### src/rtl/cache_port_arbiter.sv
// -----------------------------------------------------------------------------
// cache_port_arbiter
//
// Two-requester arbiter in front of a single-ported write-back cache.
// Port 0 is typically instruction fetch, port 1 the load/store unit. One word
// access at a time is placed on the cache's addr/rd_req/wr_req interface. The
// request is held stable until the cache drops its combinational miss signal.
// The winning port then gets a one-cycle done pulse, with read data valid
// during that pulse. Per-port access and miss counters support miss-rate
// measurement.
//
// Parameters
//   FIXED_PRIO : 0 = round-robin on ties, 1 = port 0 always wins a tie
//   CNT_W      : width of each statistics counter (saturating)
//
// Ports
//   clk, rst            clock, asynchronous active-high reset
//   pN_req              port N request, held by the requester until pN_done
//   pN_we               port N operation: 1 = write, 0 = read
//   pN_addr, pN_wdata   port N byte address and write data
//   pN_done             port N one-cycle completion pulse
//   pN_rdata            port N read data, valid while pN_done = 1, held after
//   c_addr, c_wr_data   address / write data to cache (hold outside ISSUE)
//   c_rd_req, c_wr_req  cache read / write request, only asserted in ISSUE
//   c_miss              combinational miss from the cache
//   c_rd_data           registered read data from the cache
//   clear_stats         synchronous clear of all four counters
//   pN_acc_cnt          completed accesses on port N
//   pN_miss_cnt         accesses on port N that missed on their first cycle
// -----------------------------------------------------------------------------
module cache_port_arbiter #(
    parameter bit FIXED_PRIO = 1'b0,
    parameter int CNT_W      = 32
) (
    input  logic             clk,
    input  logic             rst,

    input  logic             p0_req,
    input  logic             p0_we,
    input  logic [31:0]      p0_addr,
    input  logic [31:0]      p0_wdata,
    output logic             p0_done,
    output logic [31:0]      p0_rdata,

    input  logic             p1_req,
    input  logic             p1_we,
    input  logic [31:0]      p1_addr,
    input  logic [31:0]      p1_wdata,
    output logic             p1_done,
    output logic [31:0]      p1_rdata,

    output logic [31:0]      c_addr,
    output logic             c_rd_req,
    output logic             c_wr_req,
    output logic [31:0]      c_wr_data,
    input  logic             c_miss,
    input  logic [31:0]      c_rd_data,

    input  logic             clear_stats,
    output logic [CNT_W-1:0] p0_acc_cnt,
    output logic [CNT_W-1:0] p0_miss_cnt,
    output logic [CNT_W-1:0] p1_acc_cnt,
    output logic [CNT_W-1:0] p1_miss_cnt
);

    typedef enum logic [1:0] {
        IDLE  = 2'd0,
        ISSUE = 2'd1,
        RESP  = 2'd2
    } state_t;

    state_t      state_q;
    state_t      state_d;

    // Port number of the most recently completed access (drives round-robin)
    logic        last_gnt_q;

    // Request latched at grant; port inputs are ignored from then on
    logic        gnt_port_q;
    logic        we_q;
    logic [31:0] addr_q;
    logic [31:0] wdata_q;

    // first marks the first ISSUE cycle; missed records a miss seen there
    logic        first_q;
    logic        missed_q;

    logic [31:0] p0_rdata_q;
    logic [31:0] p1_rdata_q;

    logic        any_req;
    logic        gnt_sel;
    logic        in_issue;
    logic        in_resp;
    logic        resp_rd;

    // -------------------------------------------------------------------------
    // Saturating increment shared by all counters
    // -------------------------------------------------------------------------
    function automatic logic [CNT_W-1:0] sat_inc(input logic [CNT_W-1:0] v);
        if (&v) begin
            return v;
        end
        return v + {{(CNT_W-1){1'b0}}, 1'b1};
    endfunction

    // -------------------------------------------------------------------------
    // Grant selection (only consumed in IDLE)
    // -------------------------------------------------------------------------
    assign any_req = p0_req | p1_req;

    // NOTE: every signal written in an always_comb gets a default on entry so
    // no path through the block leaves it unassigned (which would infer a latch).
    always_comb begin
        gnt_sel = 1'b0;
        if (p0_req && p1_req) begin
            // Round-robin favours the port that was not served last
            gnt_sel = FIXED_PRIO ? 1'b0 : ~last_gnt_q;
        end else if (p1_req) begin
            gnt_sel = 1'b1;
        end
    end

    // -------------------------------------------------------------------------
    // Next-state logic
    // -------------------------------------------------------------------------
    always_comb begin
        state_d = state_q;
        unique case (state_q)
            IDLE: begin
                if (any_req) begin
                    state_d = ISSUE;
                end
            end
            ISSUE: begin
                // The cache completes the access at the edge where miss is low
                if (!c_miss) begin
                    state_d = RESP;
                end
            end
            RESP: begin
                state_d = IDLE;
            end
            default: begin
                state_d = IDLE;
            end
        endcase
    end

    // NOTE: clocked state uses non-blocking assignments so every register
    // samples its inputs as they were before the edge, independent of the
    // order statements appear in.
    always_ff @(posedge clk or posedge rst) begin
        if (rst) begin
            state_q <= IDLE;
        end else begin
            state_q <= state_d;
        end
    end

    assign in_issue = (state_q == ISSUE);
    assign in_resp  = (state_q == RESP);
    assign resp_rd  = in_resp && !we_q;

    // -------------------------------------------------------------------------
    // Grant bookkeeping and latched request
    // -------------------------------------------------------------------------
    // NOTE: the latched request registers are reset even though they are pure
    // datapath, because c_addr / c_wr_data come straight from them and must read
    // 0 after reset.
    always_ff @(posedge clk or posedge rst) begin
        if (rst) begin
            last_gnt_q <= 1'b1;
            gnt_port_q <= 1'b0;
            we_q       <= 1'b0;
            addr_q     <= '0;
            wdata_q    <= '0;
            first_q    <= 1'b0;
            missed_q   <= 1'b0;
        end else begin
            unique case (state_q)
                IDLE: begin
                    if (any_req) begin
                        gnt_port_q <= gnt_sel;
                        we_q       <= gnt_sel ? p1_we    : p0_we;
                        addr_q     <= gnt_sel ? p1_addr  : p0_addr;
                        wdata_q    <= gnt_sel ? p1_wdata : p0_wdata;
                        first_q    <= 1'b1;
                    end
                end
                ISSUE: begin
                    // Only a miss on the first cycle classifies the access
                    if (c_miss) begin
                        missed_q <= missed_q | first_q;
                    end
                    first_q <= 1'b0;
                    if (!c_miss) begin
                        last_gnt_q <= gnt_port_q;
                    end
                end
                RESP: begin
                    missed_q <= 1'b0;
                end
                default: begin
                    first_q <= 1'b0;
                end
            endcase
        end
    end

    // -------------------------------------------------------------------------
    // Cache interface. Address and write data come straight from the latched
    // registers, which only change at a grant, so they keep their last value
    // outside ISSUE.
    // -------------------------------------------------------------------------
    assign c_addr    = addr_q;
    assign c_wr_data = wdata_q;
    assign c_rd_req  = in_issue && !we_q;
    assign c_wr_req  = in_issue &&  we_q;

    // -------------------------------------------------------------------------
    // Response path. The cache registers its read data at the completing edge,
    // so it is only visible during RESP. The port's rdata forwards it in that
    // cycle and captures it into the holding register at the end of RESP.
    // -------------------------------------------------------------------------
    always_ff @(posedge clk or posedge rst) begin
        if (rst) begin
            p0_rdata_q <= '0;
            p1_rdata_q <= '0;
        end else if (resp_rd) begin
            if (gnt_port_q) begin
                p1_rdata_q <= c_rd_data;
            end else begin
                p0_rdata_q <= c_rd_data;
            end
        end
    end

    assign p0_done  = in_resp && !gnt_port_q;
    assign p1_done  = in_resp &&  gnt_port_q;
    assign p0_rdata = (resp_rd && !gnt_port_q) ? c_rd_data : p0_rdata_q;
    assign p1_rdata = (resp_rd &&  gnt_port_q) ? c_rd_data : p1_rdata_q;

    // -------------------------------------------------------------------------
    // Statistics counters; clear takes priority over a same-cycle increment
    // -------------------------------------------------------------------------
    always_ff @(posedge clk or posedge rst) begin
        if (rst) begin
            p0_acc_cnt  <= '0;
            p0_miss_cnt <= '0;
            p1_acc_cnt  <= '0;
            p1_miss_cnt <= '0;
        end else if (clear_stats) begin
            p0_acc_cnt  <= '0;
            p0_miss_cnt <= '0;
            p1_acc_cnt  <= '0;
            p1_miss_cnt <= '0;
        end else if (in_resp) begin
            if (gnt_port_q) begin
                p1_acc_cnt <= sat_inc(p1_acc_cnt);
                if (missed_q) begin
                    p1_miss_cnt <= sat_inc(p1_miss_cnt);
                end
            end else begin
                p0_acc_cnt <= sat_inc(p0_acc_cnt);
                if (missed_q) begin
                    p0_miss_cnt <= sat_inc(p0_miss_cnt);
                end
            end
        end
    end

endmodule

### config.mk
export PLATFORM = sky130hd
export DESIGN_NAME = cache_port_arbiter
export DESIGN_NICKNAME = d
export VERILOG_FILES = /design/src/rtl/cache_port_arbiter.sv
export SDC_FILE = /design/constraint.sdc
export NUM_CORES = 1
export LEC_CHECK = 0
export ABC_AREA = 1
export CORE_ASPECT_RATIO = 0.9
export CORE_MARGIN = 2
export CORE_UTILIZATION = 25
export DETAILED_ROUTE_END_ITERATION = 16
export SYNTH_ARGS = -nofsm -noshare
export SYNTH_HDL_FRONTEND = slang
export SYNTH_SLANG_ARGS = --single-unit
### constraint.sdc
create_clock -name clk -period 8.75 [get_ports clk]
set_input_delay 0.875 -clock clk [delete_from_list [all_inputs] [get_ports clk]]
set_output_delay 0.875 -clock clk [all_outputs]
set_load 0.02 [all_outputs]
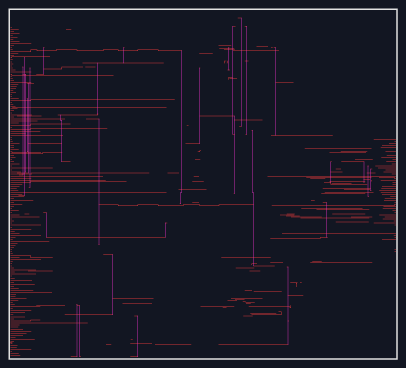
run_1/layers.png
(1.5 px per um) Two of the layers only.
layer	color	wire length
M3	red	4310 um
M4	magenta	1470 um
wire length reported by the detailed router: 50.6 mm
via count: 14.8k
average wire per standard cell: 15.6 um
total global routing track utilization: 0.167

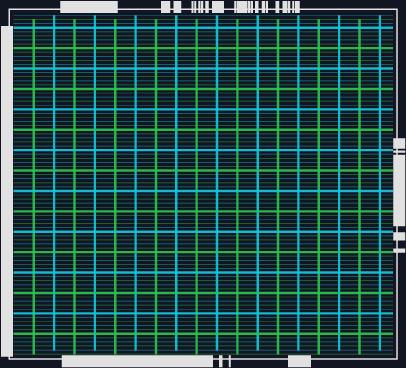
run_1/floorplan.png
(1.5 px per um) Pins as bars on the die edge.
net	color
VSS	green
VDD	cyan
met5 straps	16
signal pins	428
met4 straps	18
met1 rails	84
rows	83

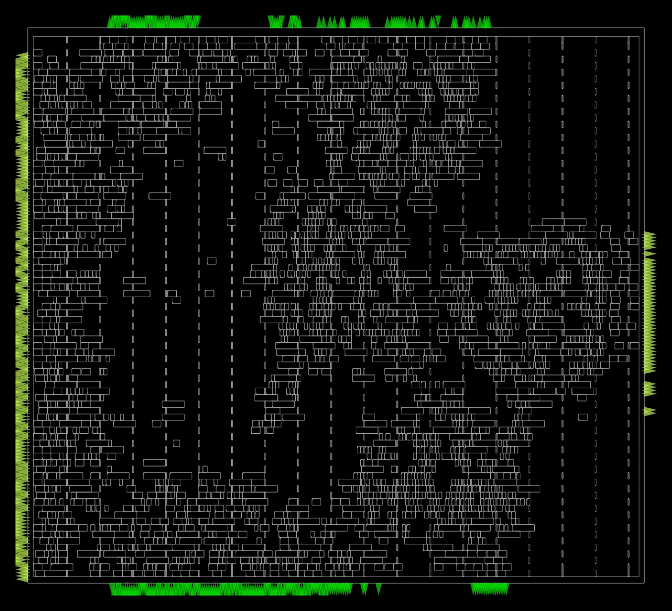
run_1/placed.png
cell row count: 83
Filler cells: 5976
number of sequential cells in the layout: 263
tap cells: 765

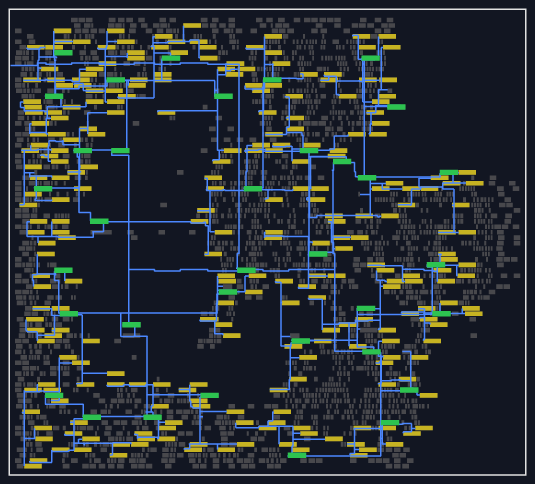
run_1/clock_wires.png
(2 px per um)
[clock wires] blue | length: 4440 um
[flip-flops] yellow | count: 263
[clock-net drivers] green | count: 35
flops lie	all over the die

-- run 1: worst paths after layout --
path / slack (ns) / to / startpoint
setup / recovery: 4.43 / p1_rdata[17] / state_q[0]
hold / removal: 0.48 / c_addr[13] / c_addr[13]
setup reg to reg: 6.22 / p0_acc_cnt[11] / p0_acc_cnt[0]
hold reg to reg: 0.48 / c_addr[13] / c_addr[13]
max in group asynchronous: 6.28 / p1_miss_cnt[9] / rst
min in group asynchronous: 0.87 / p1_rdata_q[25] / rst
-- run 1: sequential cells by signal (all words and copies together) (netlist names), 2 cells and up --
signal       flops
p0_rdata_q      32
p1_rdata_q      32
state_q          2
c_wr_data       32
p0_acc_cnt      32
p0_miss_cnt     32
c_addr          32
p1_miss_cnt     32
p1_acc_cnt      32
==> changes_impl.md, run 1 <==
## Flow update

- Status: finished clean
- Inverters: approximately 170
- TritonCTS buffer count: 35
- Grt peak-use layer: met2
- Multiplexer share of the synthesized area: 0
- Synthesized area per cell: 7.03 sq um
- Clk latency late pin: 0.53 ns
- Hold/Removal Path Class: reg -> reg
- Count of flip-flops with a built-in enable after synthesis: 0
- Critical path depth: 7
- Switching part of the total: 0.370
- Num Clock Sinks: 263
- Cell Count Post-Placement: 3184
- Chip area estimate from yosys synthesis: approximately 14000 sq um
- Most area-hungry cell class in the final design: combinational gates
- Worst setup slack after layout: 4.43 ns
- Buffers excl. clock: roughly 440
- Static leakage: between 8 and 9 nW
- Leading power group: combinational logic
- Cell breakdown of the critical path: inv_2 > nand2_1 > nor2_1 > buf_4 > nand2_2 > o21ai_0 > clkdlybuf4s50_1
- Synth Warn #: 0
- Highest metal layer with signal wires: met4
- Initial Utilization: 0.253
run_1/class_map.png
(1 px per um) Fill, decap, tap and diode cells in gray.
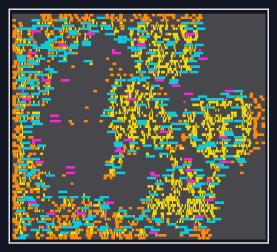

--- run 2 (diff from run 1) ---
- clock period: 8.75 -> 4.3 ns (I/O delays scaled with it)
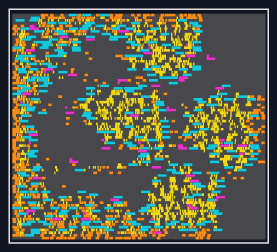
run_2/class_map.png
(1 px per um) Fill, decap, tap and diode cells in gray.
class	color	cells
clock drivers and dummy loads	magenta	60
registers	cyan	263
remaining logic cells	yellow	1719
remaining buffers and delay cells	orange	446
area of the core: 57100 sq um
final cell utilization of the core: 0.360
sequential share of cell area: 0.320

==> run 2 against run 1 <==
Critical endpoint is now p0_rdata[30]; worst setup slack got worse by 3.9 ns; power increased by 100%; synthesized area unchanged; sequential share of layout area decreased by 0.14 points; register-to-register slack got worse by 4.3 ns; sequential power increased by 100%; clock power increased by 100%; sequential cell count unchanged; clock-buffer cell count decreased by 3; utilization increased by 0.16 points; wire length increased by 0.87%.
==> changes_impl.md, run 2 <==
## Flow update

- Total global routing track utilization: 0.167 (-0.000353)
- Synthesized instance count: 2057
- Critical path data required time: between 3 and 4 ns
- Register area: about 6600 sq um
- Setup TNS Final: 0 ns
- Switching part of the total: 0.375 (+0.00552)
- Chip area estimate from yosys synthesis: 14500 sq um (unchanged)
- Start point of the critical path: state_q[0]
- Main kind of combinational logic by area: simple AND/OR/NAND/NOR gates
- Wire length reported by the detailed router: 51.0 mm (+0.87%)
- Share of flip-flops with an asynchronous set or reset: 1.00
- Status: finished clean
- Startpoint of the worst register-to-register path: p1_acc_cnt[0]
- Count of flip-flops with a built-in enable after synthesis: 0 (unchanged)
- Cell Count Post-Placement: 3193 (+0.28%)
- Multiplexer share of the synthesized area: 0 (unchanged)
- Average wire per standard cell: 15.7 um (+0.59%)
- Grt peak-use layer: met2
- Num Clock Sinks: 263 (unchanged)
- Clk latency late pin: 0.55 ns (+0.02 ns)
- Cell breakdown of the critical path: inv_2 > nand2_1 > nor2_1 > buf_4 > nand2_2 > o21ai_0 > clkdlybuf4s50_1
- Synthesized area per cell: 7.03 sq um (unchanged)
- Initial Utilization: 0.253 (unchanged)
- Static leakage: 8.37 nW (+0.58%)
- Worst setup slack after layout: 0.477 ns (-3.95 ns)
- Synth Warn #: 0 (unchanged)
- Synth Net Count: 2229
- Synthesized-area fraction occupied by ao, oa, aoi and oai cells: 0.114
- Leading power group: combinational logic
- Cell row count: 83 (unchanged)
- Achievable Freq: 262 MHz
- Final max-slew violation count: 0
- Count of antenna-violating nets left after detailed routing: 0
- TritonCTS buffer count: 35 (unchanged)
- Via count: 14.7k (-0.64%)
- Highest metal layer with signal wires: met5
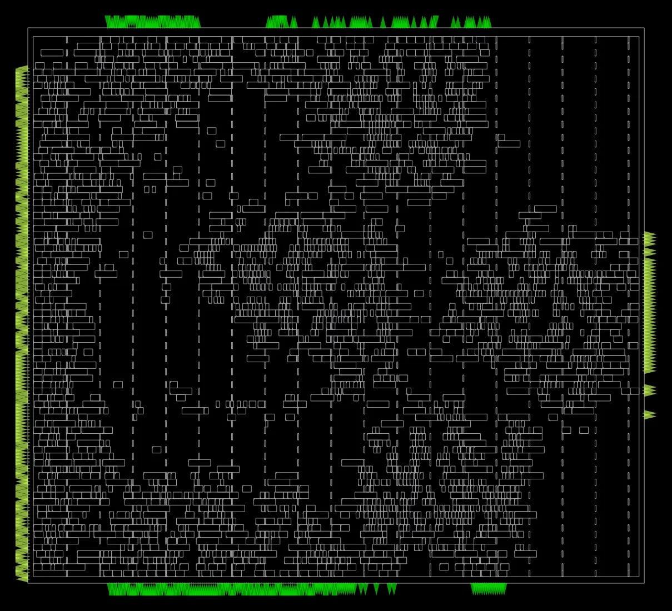
run_2/placed.png
final standard cell count with taps included and fillers excluded: 3254
Filler cells: 6007

run 2: final timing paths:
check                                   to  slack, ns
hold / removal             p0_miss_cnt[31]       0.41
hold reg to reg                 c_addr[18]       0.48
max in group asynchronous       last_gnt_q       2.90
min in group clk                c_addr[18]       0.48
setup / recovery              p0_rdata[30]       0.48
setup reg to reg            p1_acc_cnt[18]       1.93
run 2: worst max-delay path: cells and delay by family, from the launching register on:
kind | cells | cell delay, ns
compound gates | 1 | 0.57
buf+inv | 3 | 0.98
flops | 1 | 0.38
simple gates | 3 | 0.87
run 2: final cells by class:
type                            instances  area share
Clock inverter                          9     0.00329
Multi-Input combinational cell       1548       0.333
Inverter                              171      0.0315
Tap cell                              765      0.0465
Timing Repair Buffer                  446       0.217
Sequential cell                       263       0.320
Clock buffer                           51      0.0490
Antenna cell                            1    0.000122
run_2/layers.png
(1.5 px per um) Two of the layers only.
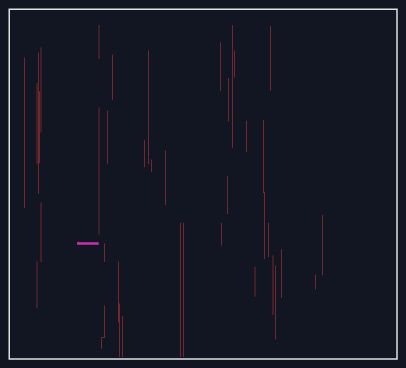

--- run 3 (diff from run 2) ---
- CTS_CLUSTER_DIAMETER: not set -> 40
- clock period: 4.3 -> 4 ns (I/O delays scaled with it)
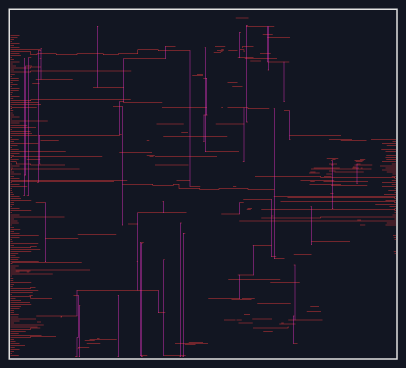
run_3/layers.png
(1.5 px per um) Two of the layers only.
layer	color	wire length
M4	magenta	1920 um
M3	red	4320 um

==> run 3 against run 2 <==
Non-clock buffer count is 3 higher; utilization grew 1.6 points; via count up 1.9%; hold slack got worse by 0.11 ns; largest cell class unchanged; power grew 24%; highest routed layer is now met4; clock-buffer cell count increased by 21; worst setup slack lost 0.046 ns; global-route usage fell by 0.074 points; largest power group is now clock; critical endpoint is now p1_rdata[13]; die size unchanged; cell count grew 1.5%; synthesized cell count is the same.
==> changes_impl.md, run 3 <==
## Flow update

- Status: finished clean
- Terminus of the critical flop-to-flop path: p1_acc_cnt[18]
- Share of flip-flops with an asynchronous set or reset: 1.00 (unchanged)
- Gate family responsible for the most delay along the worst path: buffers and inverters
- Startpoint of the worst register-to-register path: p1_acc_cnt[0]
- Count of flip-flops with a built-in enable after synthesis: 0 (unchanged)
- Count of antenna-violating nets left after detailed routing: 0 (unchanged)
- Final standard cell count with taps included and fillers excluded: 3304 (+1.5%)
- Filler cells: 5819 (-3.1%)
- Synth Net Count: 2229 (unchanged)
- Critical path data required time: 3.60 ns (-0.27 ns)
- Setup TNS Final: 0 ns (unchanged)
- Critical Path End: p1_rdata[13]
- Register area: 6580 sq um (unchanged)
- Critical path depth: 8 (+1)
- Worst setup slack after layout: 0.431 ns (-0.0457 ns)
- Num Clock Sinks: 263 (unchanged)
- Initial Utilization: 0.253 (unchanged)
- Leading power group: clock
- Synthesized area per cell: 7.03 sq um (unchanged)
- Count of buffer and inverter cells on the critical path: 4 (+1)
- Cell row count: 83 (unchanged)
- Chip area estimate from yosys synthesis: 14500 sq um (unchanged)
- Area of the core: 57100 sq um (unchanged)
- Synth Warn #: 0 (unchanged)
- Wire length reported by the detailed router: 50.9 mm (about the same)
- Final max-slew violation count: 0 (unchanged)
- Cell Count Post-Placement: 3196 (+0.094%)
- Via count: 15.0k (+1.9%)
- Synthesized instance count: 2057 (unchanged)
- Static leakage: 8.83 nW (+5.5%)
- Achievable Freq: 280 MHz
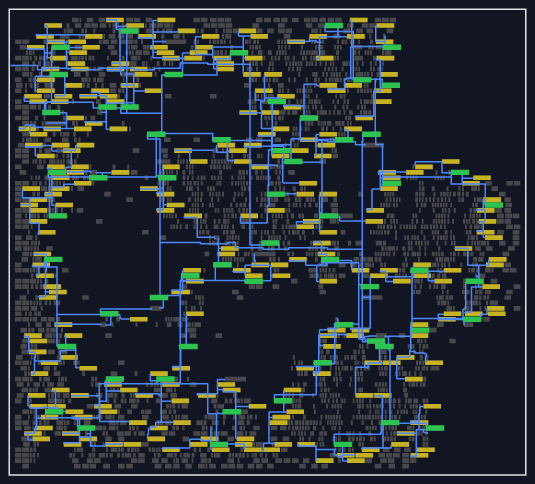
run_3/clock_wires.png
(2 px per um)
[clock wires] blue | length: 4860 um
[clock-net drivers] green | count: 58
[flip-flops] yellow | count: 263
routed clock nets	59
clock network fraction of design power: 0.365
power attributed to the clock group: 4.75 mW
clk latency late pin: 0.61 ns
worst clock skew: 0.0352 ns

[run 3: cell counts after synthesis]
Identical to the previous run, type by type.
[run 3: layout make-up]
class                           instances  area share
Antenna cell                            2    0.000233
Clock buffer                           72      0.0720
Clock inverter                         34      0.0191
Inverter                              171      0.0301
Multi-Input combinational cell       1548       0.319
Sequential cell                       263       0.307
Tap cell                              765      0.0446
Timing Repair Buffer                  449       0.208
[run 3: routing by layer]
metal	GRT usage	vias up	wire [um]
li1	-	7431	-
met1	0.205	6912	21400
met2	0.267	505	23400
met3	0.0527	104	4320
met4	0.0710	0	1920
met5	0	-	0
[run 3: logic make-up after synthesis]
kind of cell    after synthesis  share of synthesized area
simple gates               1221                      0.346
compound gates              309                      0.114
flops                       263                      0.455
buf+inv                     246                     0.0724
xor+xnor                     14                    0.00848
fa+ha+maj                     4                    0.00346
No activity file was given, so power comes from the tool's default toggle rates.
